$ cat config.mk
export PLATFORM = sky130hd
export DESIGN_NAME = bk_mp_add_seq
export DESIGN_NICKNAME = d
export VERILOG_FILES = /design/src/rtl/bk_mp_add_seq.sv
export SDC_FILE = /design/constraint.sdc
export NUM_CORES = 1
export LEC_CHECK = 0
export CAP_MARGIN = 20
export CORE_AREA = 3 3 82 84
export CTS_CLUSTER_SIZE = 28
export DETAILED_ROUTE_END_ITERATION = 6
export DIE_AREA = 0 0 85 87
export HOLD_SLACK_MARGIN = 0.1
export PLACE_DENSITY_LB_ADDON = 0.08
export SETUP_SLACK_MARGIN = 0.4
export SYNTH_ARGS = -nofsm -noshare
export SYNTH_HDL_FRONTEND = slang
export SYNTH_SLANG_ARGS = --single-unit
$ cat constraint.sdc
create_clock -name clk -period 7.52 [get_ports clk]
set_input_delay 1.504 -clock clk [delete_from_list [all_inputs] [get_ports clk]]
set_output_delay 1.504 -clock clk [all_outputs]
set_load 0.01 [all_outputs]
$ cat src/rtl/bk_mp_add_seq.sv
// Multi-precision adder: word pairs in LSW-first, one registered sum word out per accepted pair, carry chained across cycles.
// Latency 1 cycle; in_ready = !out_valid || out_ready, so a stalled output holds every out_* stable and blocks input.

module bk_adder_32bit (
    input  logic [31:0] i_a,
    input  logic [31:0] i_b,
    input  logic        i_cin,
    output logic [31:0] o_sum,
    output logic        o_cout
);

    logic [31:0] w_gen;
    logic [31:0] w_prop;
    logic [31:0] w_gg;
    logic [31:0] w_pp;

    // Brent-Kung prefix: up-sweep builds power-of-two spans, down-sweep fills the gaps.
    always_comb begin
        w_gen  = i_a & i_b;
        w_prop = i_a ^ i_b;
        w_gg   = w_gen;
        w_pp   = w_prop;
        w_gg[0] = w_gen[0] | (w_prop[0] & i_cin);
        for (int l = 0; l < 5; l++) begin
            for (int i = (2 << l) - 1; i < 32; i += (2 << l)) begin
                w_gg[i] = w_gg[i] | (w_pp[i] & w_gg[i - (1 << l)]);
                w_pp[i] = w_pp[i] & w_pp[i - (1 << l)];
            end
        end
        for (int l = 3; l >= 0; l--) begin
            for (int i = 3 * (1 << l) - 1; i < 32; i += (2 << l)) begin
                w_gg[i] = w_gg[i] | (w_pp[i] & w_gg[i - (1 << l)]);
                w_pp[i] = w_pp[i] & w_pp[i - (1 << l)];
            end
        end
    end

    assign o_sum  = w_prop ^ {w_gg[30:0], i_cin};
    assign o_cout = w_gg[31];

endmodule

module bk_mp_add_seq #(
    parameter int WORDS = 4
) (
    input  logic        clk,
    input  logic        rst,
    input  logic        flush,
    input  logic        in_valid,
    output logic        in_ready,
    input  logic [31:0] in_a,
    input  logic [31:0] in_b,
    input  logic        in_cin,
    output logic        out_valid,
    input  logic        out_ready,
    output logic [31:0] out_sum,
    output logic        out_last,
    output logic        out_cout
);

    localparam int IW = (WORDS > 1) ? $clog2(WORDS) : 1;
    localparam logic [IW-1:0] LAST_IDX = IW'(WORDS - 1);

    typedef enum logic {
        ST_FIRST = 1'b0,
        ST_CHAIN = 1'b1
    } state_t;

    state_t          r_state;
    logic [IW-1:0]   r_idx;
    logic            r_cy;
    logic            r_out_valid;
    logic [31:0]     r_out_sum;
    logic            r_out_last;
    logic            r_out_cout;

    logic            w_in_ready;
    logic            w_accept;
    logic            w_last;
    logic            w_cin_sel;
    logic [31:0]     w_sum;
    logic            w_cout;

    assign w_in_ready = !r_out_valid || out_ready;
    assign w_accept   = in_valid && w_in_ready && !flush;
    assign w_last     = (r_idx == LAST_IDX);
    assign w_cin_sel  = (r_state == ST_FIRST) ? in_cin : r_cy;

    bk_adder_32bit u_adder (
        .i_a    (in_a),
        .i_b    (in_b),
        .i_cin  (w_cin_sel),
        .o_sum  (w_sum),
        .o_cout (w_cout)
    );

    always_ff @(posedge clk or posedge rst) begin
        if (rst) begin
            r_state     <= ST_FIRST;
            r_idx       <= '0;
            r_cy        <= 1'b0;
            r_out_valid <= 1'b0;
            r_out_sum   <= '0;
            r_out_last  <= 1'b0;
            r_out_cout  <= 1'b0;
        end else if (flush) begin
            // Abandon the operation; out_sum is deliberately left as-is.
            r_state     <= ST_FIRST;
            r_idx       <= '0;
            r_cy        <= 1'b0;
            r_out_valid <= 1'b0;
            r_out_last  <= 1'b0;
            r_out_cout  <= 1'b0;
        end else if (w_accept) begin
            r_out_valid <= 1'b1;
            r_out_sum   <= w_sum;
            r_out_last  <= w_last;
            r_out_cout  <= w_last ? w_cout : 1'b0;
            r_cy        <= w_cout;
            if (w_last) begin
                r_idx   <= '0;
                r_state <= ST_FIRST;
            end else begin
                r_idx   <= r_idx + IW'(1);
                r_state <= ST_CHAIN;
            end
        end else if (out_ready) begin
            r_out_valid <= 1'b0;
        end
    end

    assign in_ready  = w_in_ready;
    assign out_valid = r_out_valid;
    assign out_sum   = r_out_sum;
    assign out_last  = r_out_last;
    assign out_cout  = r_out_cout;

endmodule

==> results_dict.tcl, run 1 <==
# yosys + openroad results
set metrics [dict create \
    chipArea_um2 7395 \
    chipWidth_um 85 \
    drt-initial-drc-count 81 \
    root_buffer "clkbuf_8" \
    avgSynthCellArea_um2 9.598 \
    hp-class "flip-flop to flip-flop" \
    openroad.warnings 26 \
    cp-start-kind "input pin" \
    numCtsBuffers 5 \
    dpl_worst_slack_ns 2.694 \
    status "complete, no violations" \
    top_cells_by_area "dfrtp_1 35%, ha_1 14%, fa_1 12%" \
    min_period_ns 4.514 \
    edf_count 0 \
    required_ns 7.70 \
    r2r_start "r_state$_DFFE_PP0P_" \
    hold_viol 0 \
    fp_nets 407 \
    n_antenna_cell 0 \
    syn_area_um2 2774 \
    synth_top_cell_by_count "nand2_1" \
    portBuffers 105 \
]
## run 1: registers in the layout (all words and copies together) (netlist names)
name	count
r_cy	1
r_idx	2
out_last	1
out_sum	32
out_cout	1
r_state	1
out_valid	1
## run 1: cell families (layout without fill, tap and decap cells)
kind of cell	Yosys count	after routing	share of synthesized area, %
compound gates	70	70	16.60
xor+xnor	16	16	5.052
buf+inv	28	132	3.834
mux	1	1	0.3609
flops	39	39	35.18
simple gates	87	87	12.72
fa+ha+maj	48	48	26.25
## run 1: how the worst max path moves through the flow
stage                              end  cells past startpoint    start
2_1_floorplan  out_sum[23]$_DFFE_PP0P_                     13   in_cin
3_3_place_gp   out_sum[30]$_DFFE_PP0P_                     14  in_a[0]
3_5_place_dp   out_sum[30]$_DFFE_PP0P_                     14  in_a[0]
4_1_cts        out_sum[30]$_DFFE_PP0P_                     14  in_a[0]
5_1_grt        out_sum[30]$_DFFE_PP0P_                     14  in_a[0]
6_report       out_sum[30]$_DFFE_PP0P_                     14  in_a[0]
## run 1: metrics by stage
| step | std cells | power [mW] | utilization (%) | area [um^2] |
|---|---|---|---|---|
| after floorplan | 289 | 0.4168 | - | 2774 |
| after CTS | 468 | 0.7205 | 66.35 | 3975 |
| after global placement | 460 | 0.5668 | 64.87 | 3886 |
| after detailed placement | 460 | 0.5735 | 64.87 | 3886 |
| final | 468 | 0.7107 | 66.35 | 3975 |
| after global routing | 468 | 0.7675 | 66.35 | 3975 |
## run 1: metal layers
metal  vias to the layer above  GRT usage, %  routed length, um
met5                         -             0                  0
met4                         0         6.043                 72
met3                         6         3.879                390
met2                        64         34.11               3358
met1                      1106         22.98               2746
li1                       1178             -                  -
## run 1: layout make-up
type / instances / area [um^2]
Fill cell: 530 / 2016
Tap cell: 75 / 93.84
Multi-Input combinational cell: 222 / 1694
Timing Repair Buffer: 105 / 1051
Clock buffer: 5 / 68.82
Inverter: 19 / 71.32
Sequential cell: 39 / 975.9
Clock inverter: 3 / 20.02
## run 1: power groups by stage
stage	Sequential, mW	Clock, mW	Combinational, mW
2_1_floorplan	0.296	0	0.120
3_3_place_gp	0.278	0	0.289
3_5_place_dp	0.278	0	0.296
4_1_cts	0.275	0.149	0.297
5_1_grt	0.280	0.160	0.327
6_report	0.274	0.144	0.293
## run 1: worst reg2reg max path, stage by stage, from the launching register on
cell	delay [ns]
dfrtp_1	0.40
mux2i_1	0.14
fa_1	0.36
inv_1	0.07
fa_1	0.21
a211oi_1	0.10
o21ai_2	0.18
o2111ai_2	0.18
o41ai_4	0.40
a21boi_2	0.15
o31ai_1	0.39
fa_1	0.49
nand2_1	0.07
nand2_1	0.06
## run 1: cell usage in the layout, fill, tap and decap left out, types with 3 or more instances in the layout
cell type / synthesis / layout
inv_1: 19 / 18
a21oi_1: 13 / 13
ha_1: 31 / 31
a31oi_1: 3 / 3
nand2_1: 69 / 69
xor2_1: 5 / 5
a211oi_1: 3 / 3
xnor2_1: 11 / 11
fa_1: 17 / 17
clkbuf_8: 0 / 5
nor2_1: 8 / 8
a21o_1: 8 / 8
dfrtp_1: 39 / 39
clkdlybuf4s50_1: 0 / 105
nand4_1: 3 / 3
o21ai_0: 28 / 28
### Register map, names as in the netlist, run 1

The bar under the picture is 20 um long. Other sequential cells in the stronger gray, the rest of the logic in the fainter gray.
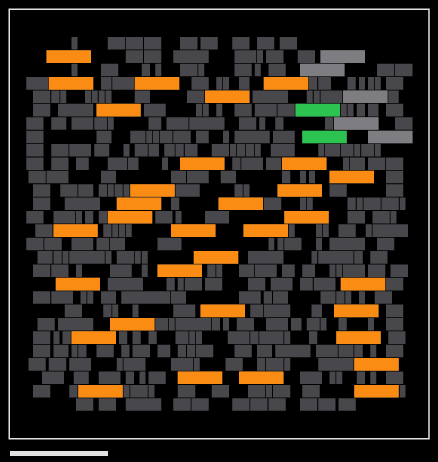
`r_idx` -> green  # sequential cells 2
`out_sum` -> orange  # sequential cells 32, where widely spread
not colored = 5
P_seq: 274 uW
FF/Latch Area: 975.9 um^2
Seq/total area: 24.55%
post-layout util: 66.35%

### Clock nets, run 1

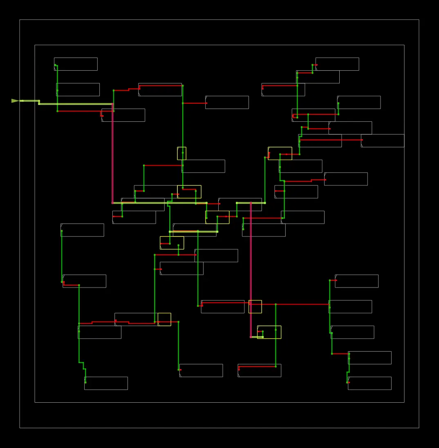
seq_cells: 39
clk_buf instances: 5
P_clk: 144 uW

### Routed metal, one color a layer, run 1

Only two layers are drawn.
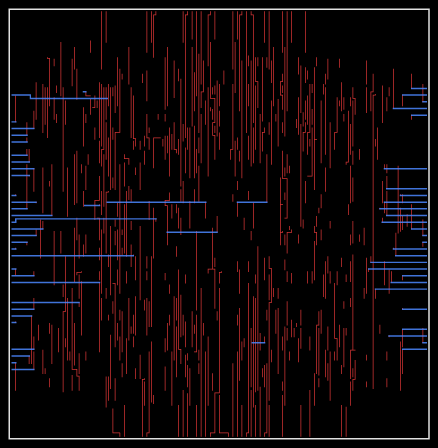
metal 3 -> blue  # wire length 390 um
metal 2 -> red  # wire length 3,360 um
Total GRT Usage: 19.06%
final wirelength: 6567 um
drt wl/cell: 14.03 um
routed vias: 2,354

### Wire density map, run 1

The die is cut into 17 by 17 equal tiles; dark purple is low, yellow is high, scaled to the fullest tile. Values are wire area over tile area, all layers added.
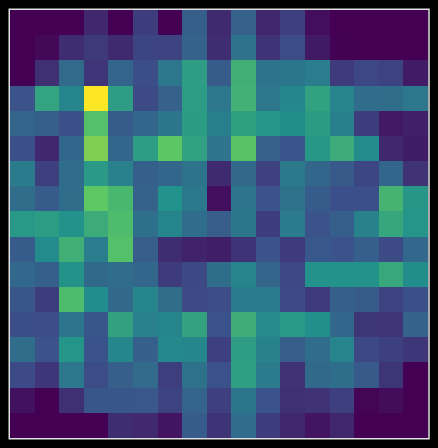
mean over tiles = 0.14
emptiest ninth of the die = bottom right
tiles over half the peak = 17%
densest ninth of the die = left middle
nearly empty tiles = 9.0%
fullest tile = 0.46

### Cell area per tile, run 1

The bar under the picture is 20 um long. The die is cut into 8 by 9 equal tiles; dark purple is low, yellow is high, 0 to 100% covered.
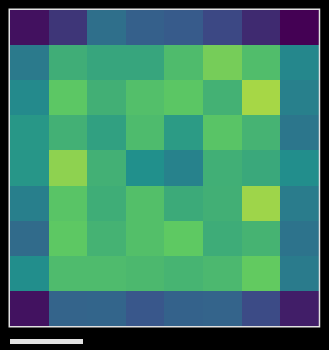

==> inputs of run 2 (changes only) <==
- CORE_AREA: 3 3 82 84 -> 3 3 83 85
- DIE_AREA: 0 0 85 87 -> 0 0 86 88
- clock period: 7.52 -> 4.5 ns (I/O delays scaled with it)
### Cell area per tile, run 2

The bar under the picture is 20 um long. The die is cut into 9 by 9 equal tiles; dark purple is low, yellow is high, 0 to 100% covered.
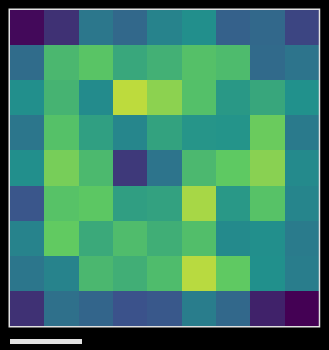
tiles over 75% full = 11%
fullest tile = 90%
nearly empty tiles = 1.2%
mean over tiles = 52%
post-layout util: 63.86%
core area: 6277 um^2

### Wire density map, run 2

The die is cut into 17 by 18 equal tiles; dark purple is low, yellow is high, scaled to the fullest tile. Values are wire area over tile area, all layers added.
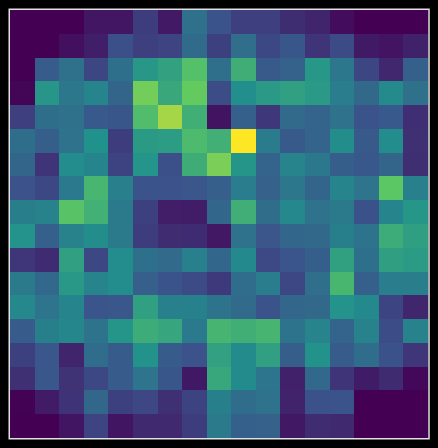
fullest tile = 0.42
mean over tiles = 0.14
tiles over half the peak = 17%
nearly empty tiles = 6.2%
emptiest ninth of the die = bottom right

### Register map, names as in the netlist, run 2

The bar under the picture is 20 um long. Other sequential cells in the stronger gray, the rest of the logic in the fainter gray.
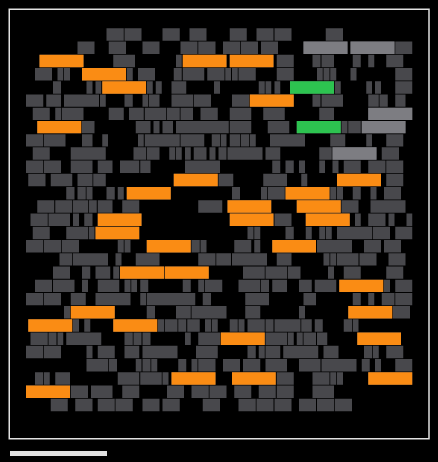
`r_idx` -> green  # sequential cells 2
`out_sum` -> orange  # sequential cells 32, where widely spread
not colored = 5
Seq/total area: 24.34%
P_seq: 458 uW

==> run 2 against run 1 <==
Net effect:
- global-route usage shrank 1.3 points
- critical path depth unchanged
- total power grew 75%
- sequential share of layout area is 0.21 points lower
- cell count is 0.64% higher
- setup slack got worse by 2.3 ns
- combinational power rose by 67%
- register-to-register slack worse by 3.0 ns
- non-clock buffer count up 1
- flip-flop count is the same
- sequential power up 67%
- critical endpoint is now out_sum[23]$_DFFE_PP0P_
- largest cell class unchanged
==> results_dict.tcl, run 2 <==
# yosys + openroad results
set metrics [dict create \
    largest_reg_flops 32 \
    portBuffers 105 \
    finalPower_mw 1.246 \
    fill_cells 535 \
    root_buffer "clkbuf_8" \
    drt-initial-drc-count 66 \
    avgSynthCellArea_um2 9.598 \
    regArea_um2 975.9 \
    chipArea_um2 7568 \
    required_ns 4.64 \
    top_cells_by_area "dfrtp_1 35%, ha_1 14%, fa_1 12%" \
    combGateArea_um2 1694 \
    hold_viol 0 \
    dpl_worst_slack_ns 0.3081 \
    stdcell_area_um2 4009 \
    lay_top_cells "105 x clkdlybuf4s50_1, 69 x nand2_1, 39 x dfrtp_1" \
    avgRoutedWirePerCell_um 13.75 \
    synth_top_cell_by_count "nand2_1" \
    status "complete, no violations" \
    n_antenna_cell 0 \
    cp-start-kind "input pin" \
    routed-via-count 2387 \
    final_common_cell "clkdlybuf4s50_1" \
    syn_area_um2 2774 \
    drt_wl_total_um 6474 \
    fp_nets 407 \
]
-- run 2: cells by family after synthesis --
group | Yosys count | synth area share, %
simple gates | 87 | 12.72
compound gates | 70 | 16.60
fa+ha+maj | 48 | 26.25
flops | 39 | 35.18
buf+inv | 28 | 3.834
xor+xnor | 16 | 5.052
mux | 1 | 0.3609
-- run 2: final cells by class --
cell class | count | area share, %
repair buffers | 106 | 26.40
clock buffers | 5 | 1.717
multi-input cells | 222 | 42.26
inverters | 19 | 1.779
well taps | 77 | 2.403
flip-flops and latches | 39 | 24.34
clock inverters | 3 | 1.092
-- run 2: worst paths after layout --
check                                             from                       to  slack, ns  depth (start not counted)
max in group asynchronous                          rst   out_sum[3]$_DFFE_PP0P_       3.11                          3
min in group asynchronous                          rst  out_sum[12]$_DFFE_PP0P_       1.03                          3
worst min register to register  out_sum[4]$_DFFE_PP0P_   out_sum[4]$_DFFE_PP0P_       0.48                          2
worst max-delay path                            in_cin  out_sum[23]$_DFFE_PP0P_       0.66                         14
worst max register to register     r_state$_DFFE_PP0P_  out_sum[23]$_DFFE_PP0P_       1.22                         13
worst min-delay path            out_sum[4]$_DFFE_PP0P_   out_sum[4]$_DFFE_PP0P_       0.48                          2
-- run 2: critical path, stage by stage --
cell and delay, ns:
clkdlybuf4s50_1 0.40, mux2i_1 0.16, fa_1 0.19, inv_1 0.05, fa_1 0.41, a211oi_1 0.28, o21ai_2 0.11, o2111ai_2 0.26
o41ai_4 0.13, a21o_2 0.23, a31o_1 0.23, fa_1 0.38, xnor2_1 0.15, o21ai_0 0.09
-- run 2: per-stage QoR --
stage / cells / hold slack, ns / utilization (%)
3_3_place_gp: 463 / 0.4589 / 62.07
6_report: 471 / 0.4772 / 63.86
4_1_cts: 471 / 0.4829 / 63.86
5_1_grt: 471 / 0.5102 / 63.86
3_5_place_dp: 463 / 0.4619 / 62.07
2_1_floorplan: 289 / 0.5061 / -
-- run 2: routing by layer --
layer	vias to the layer above	wire, um	global-route usage (%)
met3	10	424	4.421
met1	1125	2770	21.88
li1	1183	-	-
met4	0	94	4.748
met2	69	3185	31.11
met5	-	0	0
-- run 2: power breakdown --
part           switching [mW]  internal [mW]
combinational           0.217          0.270
clock                   0.136          0.165
sequential             0.0372          0.420
Power and IR drop assume default switching activity.
